==> src/rtl/uart_tx_periph.sv <==
// Memory-mapped UART transmitter: TX FIFO, programmable baud divisor, status register, framing FSM.
// Optional build macro UART_TX_PARITY_EN adds an even-parity bit between the data bits and the stop bit.
module uart_tx_periph #(
  parameter int CLK_DIV_DEFAULT = 868,
  parameter int FIFO_DEPTH      = 8
) (
  input  logic        i_clk,
  input  logic        i_rst,
  input  logic        i_sel,
  input  logic        i_we,
  input  logic [3:0]  i_addr,
  input  logic [31:0] i_wdata,
  output logic [31:0] o_rdata,
  output logic        o_tx
);

  // state    | meaning
  // S_IDLE   | line high, waiting for a FIFO byte
  // S_START  | start bit (0)
  // S_DATA   | 8 data bits, LSB first
  // S_PARITY | even parity bit (parity builds only)
  // S_STOP   | stop bit (1); may chain straight into the next START
  localparam logic [2:0] S_IDLE   = 3'd0;
  localparam logic [2:0] S_START  = 3'd1;
  localparam logic [2:0] S_DATA   = 3'd2;
  localparam logic [2:0] S_PARITY = 3'd3;
  localparam logic [2:0] S_STOP   = 3'd4;

  localparam int AW = $clog2(FIFO_DEPTH);

  logic [7:0]  mem [FIFO_DEPTH];
  logic [AW:0] wr_ptr, rd_ptr;
  logic        full, empty;
  logic [15:0] div_reg, div_lat, cnt;
  logic [2:0]  state, bit_idx;
  logic [7:0]  shift, head;
  logic        par, tx, overflow, busy, bit_end;
  logic        wr_tx, wr_div, rd_any, rd_stat, pop, push, ovf_evt;
  logic [31:0] rdata;
  logic        unused_wdata;

  assign unused_wdata = ^i_wdata[31:16];

  assign full    = (wr_ptr[AW] != rd_ptr[AW]) && (wr_ptr[AW-1:0] == rd_ptr[AW-1:0]);
  assign empty   = (wr_ptr == rd_ptr);
  assign head    = mem[rd_ptr[AW-1:0]];
  assign busy    = (state != S_IDLE);
  assign bit_end = (cnt == 16'd0);

  assign wr_tx   = i_sel && i_we && (i_addr == 4'h0);
  assign wr_div  = i_sel && i_we && (i_addr == 4'h8);
  assign rd_any  = i_sel && !i_we;
  assign rd_stat = rd_any && (i_addr == 4'h4);

  // A frame starts from IDLE, or directly at the end of STOP so frames chain without a gap.
  assign pop     = !empty && ((state == S_IDLE) || ((state == S_STOP) && bit_end));
  assign push    = wr_tx && (!full || pop);
  assign ovf_evt = wr_tx && full && !pop;

  always_ff @(posedge i_clk) begin
    if (push) mem[wr_ptr[AW-1:0]] <= i_wdata[7:0];
  end

  always_ff @(posedge i_clk) begin
    if (i_rst) begin
      wr_ptr <= '0;
      rd_ptr <= '0;
    end else begin
      if (push) wr_ptr <= wr_ptr + 1'b1;
      if (pop)  rd_ptr <= rd_ptr + 1'b1;
    end
  end

  always_ff @(posedge i_clk) begin
    if (i_rst) begin
      div_reg  <= CLK_DIV_DEFAULT[15:0];
      overflow <= 1'b0;
      rdata    <= '0;
    end else begin
      if (wr_div) div_reg <= (i_wdata[15:0] == 16'd0) ? 16'd1 : i_wdata[15:0];
      if (ovf_evt)      overflow <= 1'b1;
      else if (rd_stat) overflow <= 1'b0;
      if (rd_any) begin
        case (i_addr)
          4'h4:    rdata <= {28'd0, overflow, busy, empty, full};
          4'h8:    rdata <= {16'd0, div_reg};
          default: rdata <= '0;
        endcase
      end
    end
  end

  always_ff @(posedge i_clk) begin
    if (i_rst) begin
      state   <= S_IDLE;
      tx      <= 1'b1;
      cnt     <= '0;
      div_lat <= CLK_DIV_DEFAULT[15:0];
      bit_idx <= '0;
      shift   <= '0;
      par     <= 1'b0;
    end else if (pop) begin
      state   <= S_START;
      tx      <= 1'b0;
      shift   <= head;
      par     <= ^head;
      div_lat <= div_reg;
      cnt     <= div_reg - 16'd1;
    end else begin
      case (state)
        S_IDLE: tx <= 1'b1;
        S_START: begin
          if (bit_end) begin
            state   <= S_DATA;
            tx      <= shift[0];
            bit_idx <= '0;
            cnt     <= div_lat - 16'd1;
          end else cnt <= cnt - 16'd1;
        end
        S_DATA: begin
          if (bit_end) begin
            cnt <= div_lat - 16'd1;
            if (bit_idx == 3'd7) begin
`ifdef UART_TX_PARITY_EN
              state <= S_PARITY;
              tx    <= par;
`else
              state <= S_STOP;
              tx    <= 1'b1;
`endif
            end else begin
              bit_idx <= bit_idx + 3'd1;
              shift   <= shift >> 1;
              tx      <= shift[1];
            end
          end else cnt <= cnt - 16'd1;
        end
        S_PARITY: begin
          if (bit_end) begin
            state <= S_STOP;
            tx    <= 1'b1;
            cnt   <= div_lat - 16'd1;
          end else cnt <= cnt - 16'd1;
        end
        S_STOP: begin
          if (bit_end) state <= S_IDLE;
          else         cnt   <= cnt - 16'd1;
        end
        default: begin
          state <= S_IDLE;
          tx    <= 1'b1;
        end
      endcase
    end
  end

  assign o_tx    = tx;
  assign o_rdata = rdata;

endmodule

==> config.mk <==
export PLATFORM = sky130hd
export DESIGN_NAME = uart_tx_periph
export DESIGN_NICKNAME = d
export VERILOG_FILES = /design/src/rtl/uart_tx_periph.sv
export SDC_FILE = /design/constraint.sdc
export NUM_CORES = 1
export LEC_CHECK = 0
export CAP_MARGIN = 15
export CORE_ASPECT_RATIO = 2
export CORE_MARGIN = 1
export CORE_UTILIZATION = 45
export DETAILED_ROUTE_END_ITERATION = 6
export PLACE_DENSITY = 0.65
export SYNTH_ARGS = -nofsm -noshare
export SYNTH_HDL_FRONTEND = slang
export SYNTH_SLANG_ARGS = --single-unit
==> constraint.sdc <==
create_clock -name i_clk -period 4.71 [get_ports i_clk]
set_input_delay 0.471 -clock i_clk [delete_from_list [all_inputs] [get_ports i_clk]]
set_output_delay 0.471 -clock i_clk [all_outputs]
set_load 0.02 [all_outputs]
Run 1, cells by drive strength:
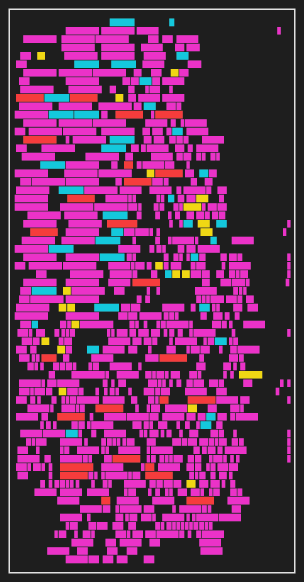
[_0 and _1 cells] magenta | cells: 668 | share: 89%
[_6 and larger] red | cells: 25 | share: 3.3%
[_2 cells] cyan | cells: 36 | share: 4.8%
[_3 and _4 cells] yellow | cells: 21 | share: 2.8%

Run 1, cell classes on the final placement:
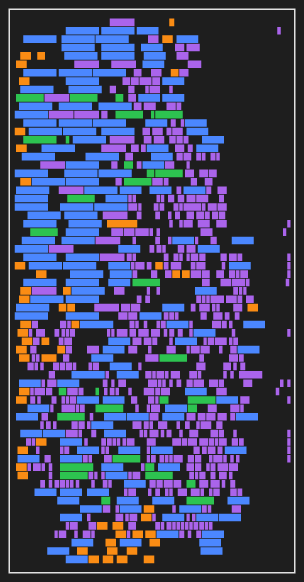
[combinational and other logic] purple | cells: 511
[clock drivers and dummy loads] green | cells: 31
[remaining buffers and delay cells] orange | cells: 53
[sequential cells] blue | cells: 155

==> impl_results.html, run 1 <==
<p>Metrics extracted from the flow reports.</p>
<table>
<tr><th>Metric</th><th>Value</th></tr>
<tr><th colspan="2">Pwr</th></tr>
<tr><td>Psw</td><td>between 1.5 and 2 mW</td></tr>
<tr><td>Total combinational power</td><td>around 1.6 mW</td></tr>
<tr><td>Top power group</td><td>sequential cells</td></tr>
<tr><td>Power density cells</td><td>551 nW/um^2</td></tr>
<tr><th colspan="2">Synthesis</th></tr>
<tr><td>Yosys cell count</td><td>706</td></tr>
<tr><td>Synthesized-area fraction occupied by and/or/nand/nor cells</td><td>18.4%</td></tr>
<tr><td>Top cell type by instance count after synthesis</td><td>sky130_fd_sc_hd__nand2_1</td></tr>
<tr><td>Flops out of synthesis</td><td>155</td></tr>
<tr><td>Cell Type Count</td><td>about 73</td></tr>
<tr><th colspan="2">Floorplan</th></tr>
<tr><td>Chip footprint</td><td>approximately 17000 um^2</td></tr>
<tr><th colspan="2">Placement</th></tr>
<tr><td>Quantity of I/O buffers inserted on ports</td><td>40</td></tr>
<tr><td>Placement Setup Slack</td><td>1.14 ns</td></tr>
<tr><th colspan="2">Worst hold path</th></tr>
<tr><td>WHS Path Cells</td><td>2</td></tr>
<tr><th colspan="2">Final timing</th></tr>
<tr><td>Worst clock skew on the final layout</td><td>about 0.012 ns</td></tr>
<tr><td>Post-layout period usage</td><td>75.8%</td></tr>
<tr><th colspan="2">Final layout</th></tr>
<tr><td>Combinational cell area excluding buffers and inverters</td><td>3260 um^2</td></tr>
<tr><td>Clock Network Area Fraction</td><td>6.82%</td></tr>
<tr><th colspan="2">Routing</th></tr>
<tr><td>Number of vias in the routed layout</td><td>5491</td></tr>
<tr><th colspan="2">Status</th></tr>
<tr><td>Result of the run</td><td>complete, no violations</td></tr>
<tr><th colspan="2">Clock tree</th></tr>
<tr><td>Max Buffers Root-to-Sink</td><td>2</td></tr>
<tr><th colspan="2">Critical path</th></tr>
<tr><td>Worst Path Required</td><td>around 4.8 ns</td></tr>
<tr><th colspan="2">Global routing</th></tr>
<tr><td>Global Route Usage Sum</td><td>22.6%</td></tr>
</table>
Run 1, cell density map:
9 x 18 tiles, from black (low) to pale yellow (high), 0 to 100% covered.
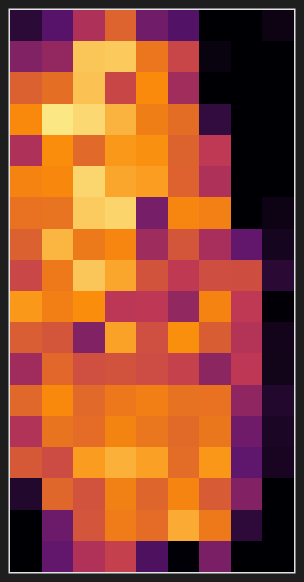
mean over tiles: 49%
emptiest ninth of the die: top right
nearly empty tiles: 14%
fullest tile: 95%
tiles over 75% full: 16%
area of the placeable core: 15900 um^2
Final Util: 52.9%
floorplan-stage core utilization: 46.1%

==> run 1: metal layers <==
| metal | global-route usage, % | wire (um) | vias to the layer above | share of wire [%] |
|---|---|---|---|---|
| li1 | - | - | 2634 | - |
| met5 | 0 | 0 | - | 0 |
| met4 | 13.6 | 850 | 0 | 4.7 |
| met3 | 3.54 | 668 | 50 | 3.7 |
| met2 | 42.8 | 10200 | 180 | 56 |
| met1 | 22.4 | 6360 | 2627 | 35 |
==> run 1: metrics by stage <==
step / power, mW / utilization (%)
2_1_floorplan: 2.90 / -
6_report: 4.62 / 52.9
4_1_cts: 4.59 / 52.6
5_1_grt: 4.84 / 52.9
3_3_place_gp: 3.24 / 49.0
3_5_place_dp: 3.26 / 49.0
==> run 2: changes to the inputs <==
clock period = 3.6 ns   (was 4.71 ns; I/O delays follow)
Run 2, sequential cells grouped by signal name:
Other sequential cells in the stronger grey, the rest of the logic in the fainter grey.
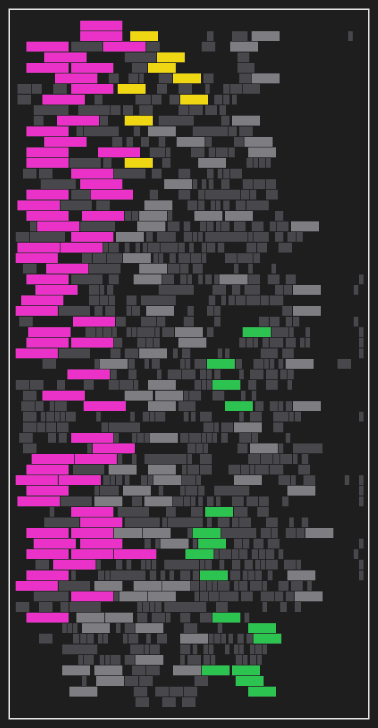
[`div_lat`] green | placed flops: 16
[`mem`] magenta | placed flops: 64 | where: a column on the left
[`shift`] yellow | placed flops: 8 | where: top middle
not coloured: 67

==> impl_results.html, run 2 <==
<p>Metrics extracted from the flow reports.</p>
<table>
<tr><th>Metric</th><th>Value</th></tr>
<tr><th colspan="2">Pwr</th></tr>
<tr><td>Overall power after layout</td><td>about 6.3 mW</td></tr>
<tr><td>Total combinational power</td><td>2.12 mW</td></tr>
<tr><td>Comb power frac</td><td>33.9%</td></tr>
<tr><td>Power density cells</td><td>737 nW/um^2</td></tr>
<tr><td>Psw</td><td>2.16 mW</td></tr>
<tr><td>Top power group</td><td>sequential cells</td></tr>
<tr><th colspan="2">Final layout</th></tr>
<tr><td>Register area</td><td>between 3000 and 4000 um^2</td></tr>
<tr><td>Layout buffer count excluding clock buffers</td><td>61</td></tr>
<tr><td>Portion of the layout cell area used by non-clock buffers</td><td>6.51%</td></tr>
<tr><td>Final Util</td><td>53.6%</td></tr>
<tr><td>Combinational cell area excluding buffers and inverters</td><td>approximately 3300 um^2</td></tr>
<tr><td>Fillers</td><td>1371</td></tr>
<tr><td>Clock Network Area Fraction</td><td>approximately 7.6%</td></tr>
<tr><td>Share of layout cells above drive strength 1</td><td>12.1%</td></tr>
<tr><td>Total number of multi-input combinational cells</td><td>502</td></tr>
<tr><th colspan="2">Final timing</th></tr>
<tr><td>Clock period minus final worst setup slack</td><td>slightly below 3 ns</td></tr>
<tr><td>Worst clock skew on the final layout</td><td>0.0102 ns</td></tr>
<tr><td>Highest Clock Rate</td><td>0.337 GHz</td></tr>
<tr><td>Post-layout period usage</td><td>slightly above 80%</td></tr>
<tr><td>Hold Slack</td><td>0.480 ns</td></tr>
<tr><th colspan="2">Routing</th></tr>
<tr><td>Met3 wire len</td><td>610 um</td></tr>
<tr><td>Top layer reached by signal wires</td><td>met4</td></tr>
<tr><td>Wire length on met2</td><td>10300 um</td></tr>
<tr><td>Metal-1 WL</td><td>6440 um</td></tr>
<tr><td>Number of vias in the routed layout</td><td>approximately 5500</td></tr>
<tr><th colspan="2">Critical path</th></tr>
<tr><td>Type of element capturing the critical path</td><td>register</td></tr>
<tr><td>Worst Path Required</td><td>3.72 ns</td></tr>
<tr><th colspan="2">Clock tree</th></tr>
<tr><td>Number of sinks on the clock net</td><td>155</td></tr>
<tr><td>Max Buffers Root-to-Sink</td><td>2</td></tr>
<tr><th colspan="2">Synthesis</th></tr>
<tr><td>Synthesized-area fraction occupied by and/or/nand/nor cells</td><td>roughly 18%</td></tr>
<tr><td>Register share after synthesis</td><td>51.3%</td></tr>
<tr><td>Total number of yosys warnings</td><td>0</td></tr>
<tr><td>Flops out of synthesis</td><td>about 160</td></tr>
<tr><td>Post-synthesis share of cell area spent on and-or and or-and gates</td><td>approximately an eighth</td></tr>
<tr><td>Cell Type Count</td><td>roughly 73</td></tr>
<tr><td>Top cell type by instance count after synthesis</td><td>sky130_fd_sc_hd__nand2_1</td></tr>
<tr><th colspan="2">Floorplan</th></tr>
<tr><td>Floorplan-stage core utilization</td><td>46.1%</td></tr>
<tr><td>Chip footprint</td><td>16800 um^2</td></tr>
<tr><th colspan="2">Status</th></tr>
<tr><td>Result of the run</td><td>complete, no violations</td></tr>
<tr><th colspan="2">Global routing</th></tr>
<tr><td>Global Route Usage Sum</td><td>about a quarter</td></tr>
<tr><th colspan="2">Placement</th></tr>
<tr><td>Quantity of I/O buffers inserted on ports</td><td>40</td></tr>
<tr><td>Placement Setup Slack</td><td>0.674 ns</td></tr>
<tr><td>Gpl congestion</td><td>0.888</td></tr>
<tr><th colspan="2">Worst hold path</th></tr>
<tr><td>WHS Path Cells</td><td>2</td></tr>
<tr><th colspan="2">Flow run</th></tr>
<tr><td>Number of warnings in the stage logs</td><td>42</td></tr>
</table>
## run 2: cell counts after synthesis
No cell type changed its count.
## run 2: critical path, cell delays in order (launching register included)
cell and delay, ns:
sky130_fd_sc_hd__dfxtp_1 0.36, sky130_fd_sc_hd__inv_1 0.08, sky130_fd_sc_hd__ha_1 0.19, sky130_fd_sc_hd__nor3b_1 0.57, sky130_fd_sc_hd__nand3_2 0.21, sky130_fd_sc_hd__o21ai_4 0.31
sky130_fd_sc_hd__a21boi_1 0.23, sky130_fd_sc_hd__nand2b_1 0.26, sky130_fd_sc_hd__nor3_1 0.23, sky130_fd_sc_hd__buf_4 0.23
## run 2: layer usage
layer,vias to the layer above,track usage [%]
met4,0,21.0
met2,175,42.9
met3,73,3.38
li1,2638,-
met5,-,0
met1,2632,22.5
Power and IR drop assume default switching activity.
